### src/rtl/dcache_arb_pkg.sv
// Shared types for the dcache port arbiter.
// The default-config request/index types are sized from the Def* constants.
package dcache_arb_pkg;

   localparam int unsigned DefNrPorts        = 3;
   localparam int unsigned DefAddrWidth      = 64;
   localparam int unsigned DefDataWidth      = 64;
   localparam int unsigned DefMaxOutstanding = 4;

   typedef logic [$clog2(DefNrPorts)-1:0] port_idx_t;

   typedef struct packed {
      logic [DefAddrWidth-1:0]   addr;
      logic                      we;
      logic [DefDataWidth-1:0]   wdata;
      logic [DefDataWidth/8-1:0] be;
   } dcache_req_t;

   typedef enum logic {
      Idle,
      Hold
   } arb_state_e;

endpackage

### src/rtl/dcache_port_arbiter_fifo.sv
// In-order FIFO holding the issuing port index of each granted request.
// A pop in the same cycle does not make room for a push while full.
module dcache_port_arbiter_fifo #(
   parameter int unsigned Depth = 4,
   parameter int unsigned Width = 2
) (
   input  logic             clk_i,
   input  logic             rst_i,
   input  logic             push_i,
   input  logic [Width-1:0] data_i,
   input  logic             pop_i,
   output logic [Width-1:0] data_o,
   output logic             full_o,
   output logic             empty_o
);

   localparam int unsigned PtrW = (Depth > 1) ? $clog2(Depth) : 1;
   localparam int unsigned CntW = PtrW + 1;

   logic [Depth-1:0][Width-1:0] mem_q, mem_d;
   logic [PtrW-1:0]             wr_ptr_q, wr_ptr_d, rd_ptr_q, rd_ptr_d;
   logic [CntW-1:0]             cnt_q, cnt_d;
   logic                        do_push, do_pop;

   assign full_o  = (cnt_q == CntW'(Depth));
   assign empty_o = (cnt_q == '0);
   assign data_o  = mem_q[rd_ptr_q];

   always_comb begin
      do_push  = push_i & ~full_o;
      do_pop   = pop_i & ~empty_o;
      mem_d    = mem_q;
      wr_ptr_d = wr_ptr_q;
      rd_ptr_d = rd_ptr_q;
      cnt_d    = cnt_q;
      if (do_push) begin
         mem_d[wr_ptr_q] = data_i;
         wr_ptr_d        = wr_ptr_q + PtrW'(1);
      end
      if (do_pop) begin
         rd_ptr_d = rd_ptr_q + PtrW'(1);
      end
      if (do_push && !do_pop) begin
         cnt_d = cnt_q + CntW'(1);
      end else if (!do_push && do_pop) begin
         cnt_d = cnt_q - CntW'(1);
      end
   end

   always_ff @(posedge clk_i) begin
      if (rst_i) begin
         mem_q    <= '0;
         wr_ptr_q <= '0;
         rd_ptr_q <= '0;
         cnt_q    <= '0;
      end else begin
         mem_q    <= mem_d;
         wr_ptr_q <= wr_ptr_d;
         rd_ptr_q <= rd_ptr_d;
         cnt_q    <= cnt_d;
      end
   end

endmodule

### src/rtl/dcache_port_arbiter.sv
// Round-robin arbiter sharing one dcache request port among NrPorts requesters,
// routing each in-order response back to the port that issued the request.
module dcache_port_arbiter
   import dcache_arb_pkg::*;
#(
   parameter int unsigned NrPorts        = DefNrPorts,
   parameter int unsigned AddrWidth      = DefAddrWidth,
   parameter int unsigned DataWidth      = DefDataWidth,
   parameter int unsigned MaxOutstanding = DefMaxOutstanding
) (
   input  logic                                  clk_i,
   input  logic                                  rst_i,
   input  logic [NrPorts-1:0]                    req_i,
   input  logic [NrPorts-1:0][AddrWidth-1:0]     addr_i,
   input  logic [NrPorts-1:0]                    we_i,
   input  logic [NrPorts-1:0][DataWidth-1:0]     wdata_i,
   input  logic [NrPorts-1:0][DataWidth/8-1:0]   be_i,
   output logic [NrPorts-1:0]                    gnt_o,
   output logic [NrPorts-1:0]                    rvalid_o,
   output logic [DataWidth-1:0]                  rdata_o,
   output logic                                  req_o,
   output logic [AddrWidth-1:0]                  addr_o,
   output logic                                  we_o,
   output logic [DataWidth-1:0]                  wdata_o,
   output logic [DataWidth/8-1:0]                be_o,
   input  logic                                  gnt_i,
   input  logic                                  rvalid_i,
   input  logic [DataWidth-1:0]                  rdata_i,
   output logic                                  resp_err_o
);

   localparam int unsigned IdxW = (NrPorts > 1) ? $clog2(NrPorts) : 1;
   typedef logic [IdxW-1:0] idx_t;

   arb_state_e state_q, state_d;
   idx_t       rr_ptr_q, rr_ptr_d, hold_idx_q, hold_idx_d;
   idx_t       rr_sel, sel, fifo_head;
   logic       resp_err_q, resp_err_d;
   logic       fifo_full, fifo_empty, push, pop;
   int unsigned cand;

   // First requesting port at or after rr_ptr, wrapping modulo NrPorts.
   always_comb begin
      rr_sel = rr_ptr_q;
      cand   = 0;
      for (int unsigned i = 0; i < NrPorts; i++) begin
         cand = (32'(rr_ptr_q) + i) % NrPorts;
         if (req_i[cand] && (rr_sel == rr_ptr_q) && !req_i[rr_ptr_q] && i != 0) begin
            rr_sel = idx_t'(cand);
         end
      end
   end

   always_comb begin
      sel        = (state_q == Hold) ? hold_idx_q : rr_sel;
      req_o      = (state_q == Hold) ? 1'b1 : ((|req_i) && !fifo_full);
      push       = req_o & gnt_i;
      gnt_o      = '0;
      gnt_o[sel] = push;
      addr_o     = addr_i[sel];
      we_o       = we_i[sel];
      wdata_o    = wdata_i[sel];
      be_o       = be_i[sel];

      state_d    = state_q;
      hold_idx_d = hold_idx_q;
      rr_ptr_d   = rr_ptr_q;
      if (push) begin
         rr_ptr_d = (sel == idx_t'(NrPorts - 1)) ? '0 : sel + idx_t'(1);
         state_d  = Idle;
      end else if (req_o && state_q == Idle) begin
         hold_idx_d = sel;
         state_d    = Hold;
      end

      pop                 = rvalid_i & ~fifo_empty;
      rvalid_o            = '0;
      rvalid_o[fifo_head] = pop;
      rdata_o             = rdata_i;
      resp_err_d          = resp_err_q | (rvalid_i & fifo_empty);
      resp_err_o          = resp_err_q;
   end

   always_ff @(posedge clk_i) begin
      if (rst_i) begin
         state_q    <= Idle;
         rr_ptr_q   <= '0;
         hold_idx_q <= '0;
         resp_err_q <= 1'b0;
      end else begin
         state_q    <= state_d;
         rr_ptr_q   <= rr_ptr_d;
         hold_idx_q <= hold_idx_d;
         resp_err_q <= resp_err_d;
      end
   end

   dcache_port_arbiter_fifo #(
      .Depth (MaxOutstanding),
      .Width (IdxW)
   ) u_fifo (
      .clk_i   (clk_i),
      .rst_i   (rst_i),
      .push_i  (push),
      .data_i  (sel),
      .pop_i   (pop),
      .data_o  (fifo_head),
      .full_o  (fifo_full),
      .empty_o (fifo_empty)
   );

endmodule

### config.mk
export PLATFORM = sky130hd
export DESIGN_NAME = dcache_port_arbiter
export DESIGN_NICKNAME = d
export VERILOG_FILES = /design/src/rtl/dcache_arb_pkg.sv /design/src/rtl/dcache_port_arbiter_fifo.sv /design/src/rtl/dcache_port_arbiter.sv
export SDC_FILE = /design/constraint.sdc
export NUM_CORES = 1
export LEC_CHECK = 0
export ABC_CLOCK_PERIOD_IN_PS = 4100
export CAP_MARGIN = 20
export CORE_AREA = 2 2 267 269
export CTS_CLUSTER_DIAMETER = 40
export DETAILED_ROUTE_END_ITERATION = 12
export DIE_AREA = 0 0 269 271
export HOLD_SLACK_MARGIN = 0.05
export SYNTH_ARGS = -nofsm -noshare
export SYNTH_HDL_FRONTEND = slang
export SYNTH_SLANG_ARGS = --single-unit
### constraint.sdc
create_clock -name clk_i -period 4.1 [get_ports clk_i]
set_clock_uncertainty 0.05 [all_clocks]
set_input_delay 0.82 -clock clk_i [delete_from_list [all_inputs] [get_ports clk_i]]
set_output_delay 0.82 -clock clk_i [all_outputs]
set_load 0.005 [all_outputs]
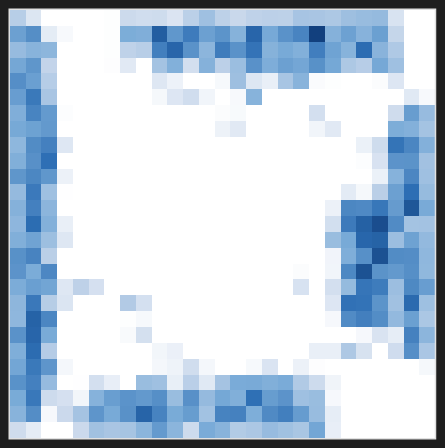
**Above:** run 1 (cell density map).
The die is cut into 27 by 27 equal tiles; white is low, dark blue is high, 0 to 100% covered.
mean over tiles	21%
fullest tile	94%
nearly empty tiles	50%
tiles over 75% full	2.6%
emptiest ninth of the die	middle
densest ninth of the die	right middle

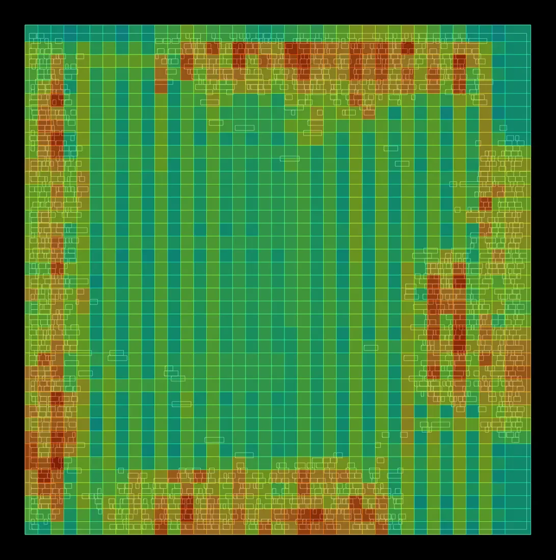
**Above:** run 1 (routing congestion).
GRT Total Usage: 11.9%
final core utilization: 23.4%
Top Usage Layer GRT: met2

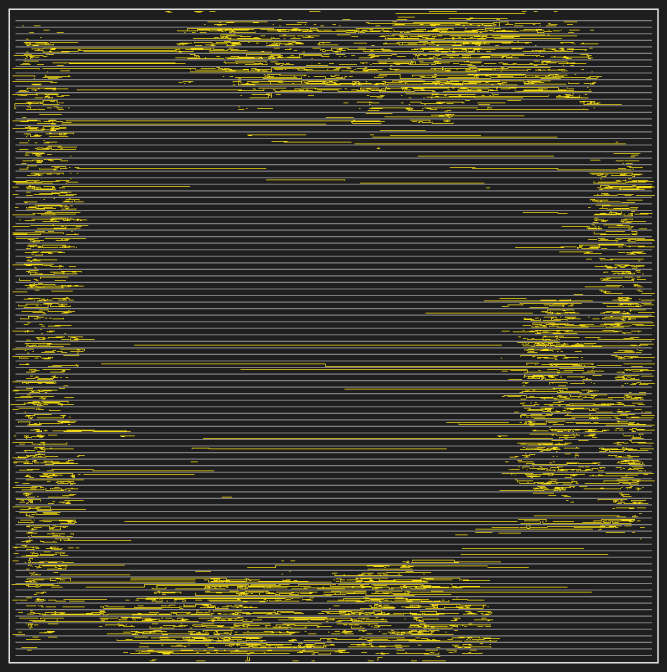
**Above:** run 1 (met1 routing).
Supply wires on this layer in grey.
main direction	horizontal
share of all routed wire	41%
wire length on this layer	19400 um
nets with wire on the layer	1747
longest straight run	163 um

==> impl_metrics.csv, run 1 <==
group,metric,value,unit
global_route,grtUsageMet2,21.5,%
die,num_rows,97,
cts,clock_latency,0.25,ns
power_and_ir_drop,cellLeakagePower,5.71,nW
setup_path,worst_setup_path_start_kind,"input port",
cts,post-cts-setup-buffers,18,
layout,clkCellAreaFrac,0.491,%
cts,post_cts_resized,351,
layout,design.seq.count,21,
synthesis,async_flop_share,0,%
synthesis,common_cells,"279 x mux2i_1, 153 x nor2_1, 140 x o21ai_0",
setup_path,reg2reg_depth,13,
route,drtAntennaViolNets,0,
setup_path,path_max_fanout,6,
global_route,grt.overflow.total,0,
layout,diodes,0,
power_and_ir_drop,power,8.13,mW
die,die_area,72900,um2
setup_path,cp.arrival,3.21,ns
power_and_ir_drop,seqPwrFrac,4.1,%
route,drt-pass1-iter-count,4,
synthesis,simple_gate_share,10.2,%
route,met3_wirelength,3610,um
layout,n_all_buffers,728,
layout,fill_cells,7648,
die,nWellTaps,940,
die,core,69800,um2
power_and_ir_drop,ir_worst_vdd,0.244,mV
synthesis,ys_ff,21,
layout,clockBufferCount,3,
layout,inverters,8,
global_route,grt_pass1_vias,10400,
power_and_ir_drop,swShare,44.7,%
synthesis,synthesis.nets,1496,
layout,logic_area,7410,um2
route,wirelength_met1,19400,um
global_route,grt_use_met3,2.90,%
setup_path,reg2reg_slack,1.08,ns
synthesis,syn_area_per_cell,8.07,um2
layout,buf_share,44.1,%
power_and_ir_drop,power.density,498,nW/um2
die,ios,691,
cts,cts_buffer_depth,2,
placement,place.gp.congestion,0.867,
setup_path,worst_ep_required_time,3.23,ns
layout,nNetsFinal,2051,
global_route,antenna_found_initial,0,
layout,comb_cells,799,
placement,dpl-instance-area,15100,um2
layout,mostFrequentLayoutCells,"419 x clkdlybuf4s50_1, 259 x mux2i_1, 152 x nor2_1",
synthesis,yosys_warnings,0,
layout,flop_area,424,um2
synthesis,most_common_cell,"mux2i_1",
route,dr_wl_met2,23700,um
synthesis,netlist_area,8120,um2
sta,maxSlewViolCount,0,
status,outcome,"complete, no violations",
layout,comb_area_share,45.4,%
die,chipHeight,271,um
power_and_ir_drop,power_leader,"combinational logic",
layout,largest_cell_class,"logic gates",
setup_path,crit_type,"in -> out",
route,wl,47100,um
sta,fmax,245,MHz
sta,setup_ws,0.0227,ns
synthesis,yosys_most_used_dff,"dfxtp_1",
synthesis,synth_seq_share,5.18,%
synthesis,yosysCellCount,1006,
route,route.vias.total,10300,
synthesis,synth-edff-count,0,
hold_path,hold_depth,2,
hold_path,worstHoldStart,"u_fifo.mem_q[1]",
layout,stdcell_count,2500,
synthesis,top_logic_kind,"multiplexers",
power_and_ir_drop,pwr.group.clock,0.205,mW
sta,post-route-min-period,4.08,ns
sta,final_hold_viol_count,0,
sta,worst_slew_pin_slew,0.810,ns
power_and_ir_drop,p_int,4.49,mW
flow_run,tool_warnings,32,
route,via_per_inst,4.11,
cts,cts_max_level,1,
setup_path,crit_start,"req_i[0]",
cts,cts_made_buffers,3,
sta,timing.hold.ws,0.404,ns
route,drc,0,
global_route,grt_max_degree,79,
placement,io_buffers,562,
sta,tns,0,ns
power_and_ir_drop,p_clk_share,2.5,%
layout,fin_area,16300,um2
setup_path,timing.rr.start,"rr_ptr_q[0]",
synthesis,ys_types,46,
flow_run,maxCapViolCount,0,
sta,relSlewSlack,45.8,%
power_and_ir_drop,p_comb_share,93.4,%
layout,synthToLayoutAreaGrowth,101,%
power_and_ir_drop,p_comb,7.59,mW
layout,sh_seq_area,2.60,%
synthesis,ys_area,8120,um2
cts,cts.sinks,21,
power_and_ir_drop,power.switching,3.63,mW
die,die_w,269,um
synthesis,synth_xor_xnor_area_share,0.539,%
cts,root_buffer,"clkbuf_16",
synthesis,adder_share,1.32,%
cts,cts.clk_slew.worst_paths,0.06,ns
route,routedWlPerCell,18.8,um
hold_path,hold_class,"reg -> reg",
hold_path,min_to,"u_fifo.mem_q[1]",
route,maxUsedRoutingLayer,"met4",
synthesis,synth_area_leader_cell,"mux2i_1",
setup_path,end_kind,"primary output",
setup_path,r2r-end,"rr_ptr_q[0]",
layout,final_layout_size_suffix_gt1_share,29.0,%
==> run 1: critical path, cell delays in order <==
cell,delay (ns)
buf_8,0.10
mux2_4,0.31
or4_1,0.40
o211ai_1,0.19
or2_4,0.19
a31o_4,0.20
buf_12,0.19
buf_12,0.17
buf_8,0.13
buf_6,0.12
mux2i_2,0.21
buf_2,0.15
==> run 1: registers in the layout, summed over array words and instances, names as in the netlist <==
register,flops
resp_err_o,1
rr_ptr_q,2
u_fifo.mem_q,8
u_fifo.wr_ptr_q,2
u_fifo.rd_ptr_q,2
hold_idx_q,2
u_fifo.cnt_q,3
state_q,1
==> inputs of run 2 (changes only) <==
ABC_CLOCK_PERIOD_IN_PS = 3900   (was 4100)
CELL_PAD_IN_SITES_DETAIL_PLACEMENT = 1   (was unset)
CELL_PAD_IN_SITES_GLOBAL_PLACEMENT = 1   (was unset)
CORE_AREA = 2 2 269 271   (was 2 2 267 269)
DIE_AREA = 0 0 271 273   (was 0 0 269 271)
PLACE_DENSITY_LB_ADDON = 0.1   (was unset)
clock period = 3.9 ns   (was 4.1 ns; I/O delays follow)
==> run 2 against run 1 <==
Compared with the run above: the flow now finishes with violations (setup timing); total power rose by 10%; count of clock-buffer cells in the layout rose by 1; hold slack improved by 0.0054 ns; sequential power rose by 3%; wire length rose by 24%; via count rose by 1.1%; critical path depth rose by 2; final area rose by 3.6%; cell count rose by 1.2%; global-route usage rose by 2.1 points; setup slack got worse by 0.094 ns; largest power group unchanged.
==> impl_metrics.csv, run 2 <==
group,metric,value,unit
route,drtAntennaViolNets,0,
power_and_ir_drop,swShare,45.3,%
synthesis,top_logic_kind,"multiplexers",
synthesis,simple_gate_share,10.2,%
layout,stdcell_count,2531,
synthesis,ys_ff,21,
synthesis,ys_types,46,
setup_path,reg2reg_depth,11,
synthesis,common_cells,"279 x mux2i_1, 153 x nor2_1, 140 x o21ai_0",
power_and_ir_drop,p_comb_share,93.7,%
cts,cts.clk_slew.worst_paths,0.06,ns
power_and_ir_drop,seqPwrFrac,3.8,%
route,met3_wirelength,2920,um
power_and_ir_drop,p_clk_share,2.5,%
power_and_ir_drop,pwr.group.clock,0.225,mW
layout,logic_area,7690,um2
setup_path,crit_type,"in -> out",
route,via_per_inst,4.10,
cts,clock_latency,0.25,ns
global_route,grt_pass1_wl,78300,um
power_and_ir_drop,ir_worst_vdd,0.170,mV
route,route.vias.total,10400,
sta,fmax,252,MHz
route,wl,58200,um
power_and_ir_drop,power_leader,"combinational logic",
cts,cts.sinks,21,
cts,cts_buffer_depth,2,
setup_path,end_kind,"primary output",
sta,relSlewSlack,34.2,%
die,chipHeight,273,um
setup_path,cp_slowest_cell,"a2111oi_4",
global_route,grtUsageMet2,27.2,%
sta,timing.hold.ws,0.410,ns
sta,setup_ws,-0.0715,ns
flow_run,maxCapViolCount,0,
sta,maxSlewViolCount,0,
sta,tns,-0.716,ns
power_and_ir_drop,power.switching,4.05,mW
status,outcome,"finished, violations left",
setup_path,path_cells,"clkdlybuf4s15_2 -> and3b_2 -> a2111oi_4 -> buf_4 -> or3_4 -> o32ai_4 -> buf_12 -> buf_16 -> buf_16 -> buf_12 -> buf_6 -> a221oi_4 -> mux2i_1 -> buf_2",
setup_path,timing.rr.start,"state_q",
die,die_w,271,um
global_route,grt_use_met3,3.12,%
sta,worst_slew_pin_slew,0.984,ns
route,wirelength_met1,23400,um
setup_path,reg2reg_slack,1.00,ns
hold_path,hold_class,"reg -> reg",
route,maxUsedRoutingLayer,"met5",
die,ios,691,
power_and_ir_drop,power.density,529,nW/um2
hold_path,min_to,"u_fifo.mem_q[3]",
synthesis,netlist_area,8120,um2
setup_path,crit_start,"req_i[2]",
synthesis,adder_share,1.32,%
synthesis,async_flop_share,0,%
layout,fill_cells,8168,
setup_path,path_depth,14,
power_and_ir_drop,cellLeakagePower,5.95,nW
global_route,grt_pass1_vias,11100,
synthesis,yosys_warnings,0,
layout,fin_area,16900,um2
layout,final_layout_size_suffix_gt1_share,30.9,%
synthesis,synth_xor_xnor_area_share,0.539,%
synthesis,synth-edff-count,0,
die,num_rows,98,
synthesis,ys_area,8120,um2
power_and_ir_drop,power,8.94,mW
global_route,antenna_found_initial,8,
synthesis,syn_area_per_cell,8.07,um2
route,drc,0,
setup_path,critical_path.max_stage_delay,0.27,ns
power_and_ir_drop,p_int,4.89,mW
layout,nNetsFinal,2068,
layout,largest_reg_flops,8,
route,drt-pass1-iter-count,6,
global_route,top_usage_layer,"met2",
layout,mostFrequentLayoutCells,"419 x clkdlybuf4s50_1, 271 x mux2i_1, 152 x nor2_1",
die,die_area,74000,um2
layout,flop_area,429,um2
placement,place.gp.congestion,0.766,
synthesis,synth_area_leader_cell,"mux2i_1",
sta,post-route-min-period,3.97,ns
setup_path,crit_family,"buffers and inverters",
setup_path,r2r-end,"u_fifo.cnt_q[2]",
layout,synthToLayoutAreaGrowth,108,%
hold_path,worstHoldStart,"u_fifo.mem_q[3]",
synthesis,synthesis.nets,1496,
sta,final_hold_viol_count,0,
die,core,71000,um2
setup_path,path_max_fanout,6,
setup_path,worst_ep_required_time,3.07,ns
layout,fin_util,23.8,%
sta,final-setup-viol-count,27,
status,violations,"setup timing",
cts,root_buffer,"clkbuf_16",
-- run 2: cell type report --
type	count	area share [%]
clock buffers	4	0.466
diodes	4	0.0592
repair buffers	745	44.2
flip-flops and latches	21	2.54
well taps	950	7.03
multi-input cells	799	45.5
inverters	8	0.192
-- run 2: what timing repair did --
action / 4_1_cts / 5_1_grt
setup endpoints to repair: 140 / 139
cloned: 8 / 17
setup buffers: 13 / 40
pin swaps: 33 / 75
gates resized: 488 / 233
-- run 2: logic make-up after synthesis --
| family | after synthesis |
|---|---|
| AND/OR/NAND/NOR | 197 |
| multiplexers | 282 |
| flip-flops | 21 |
| AND-OR/OR-AND | 307 |
| XOR/XNOR | 5 |
| buffers and inverters | 186 |
| adder cells (fa/ha/maj) | 8 |
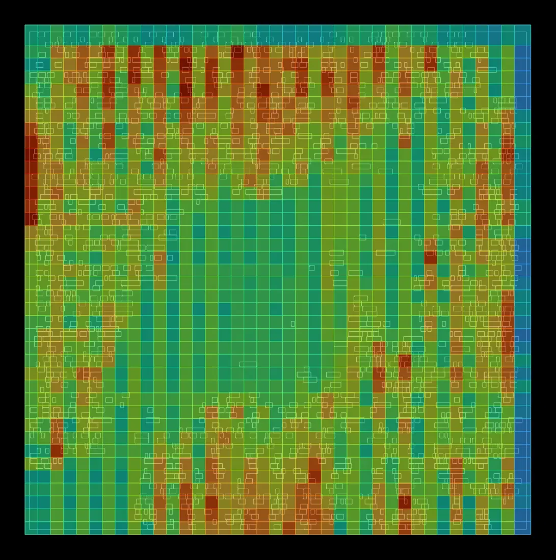
**Above:** run 2 (routing congestion).
Avg WL per Cell: 23.0 um
GRT Total Usage: 14.0%

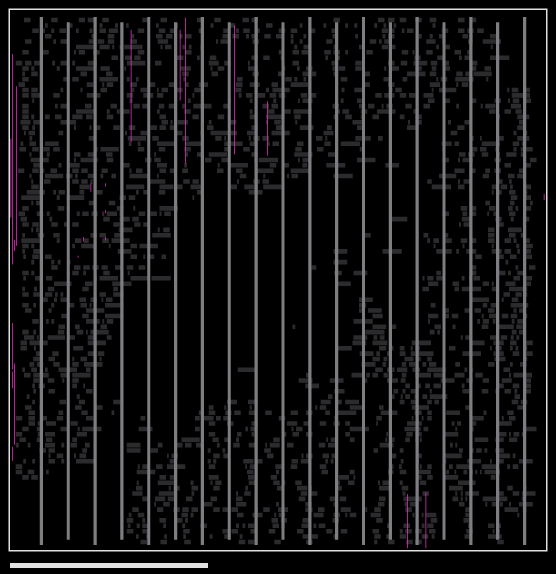
**Above:** run 2 (signal wires on met4).
Scale bar: 100 um. Supply wires on this layer in grey. Cells faint in the background.
wire length on this layer	636 um
longest straight run	106 um

Power and IR drop assume default switching activity.
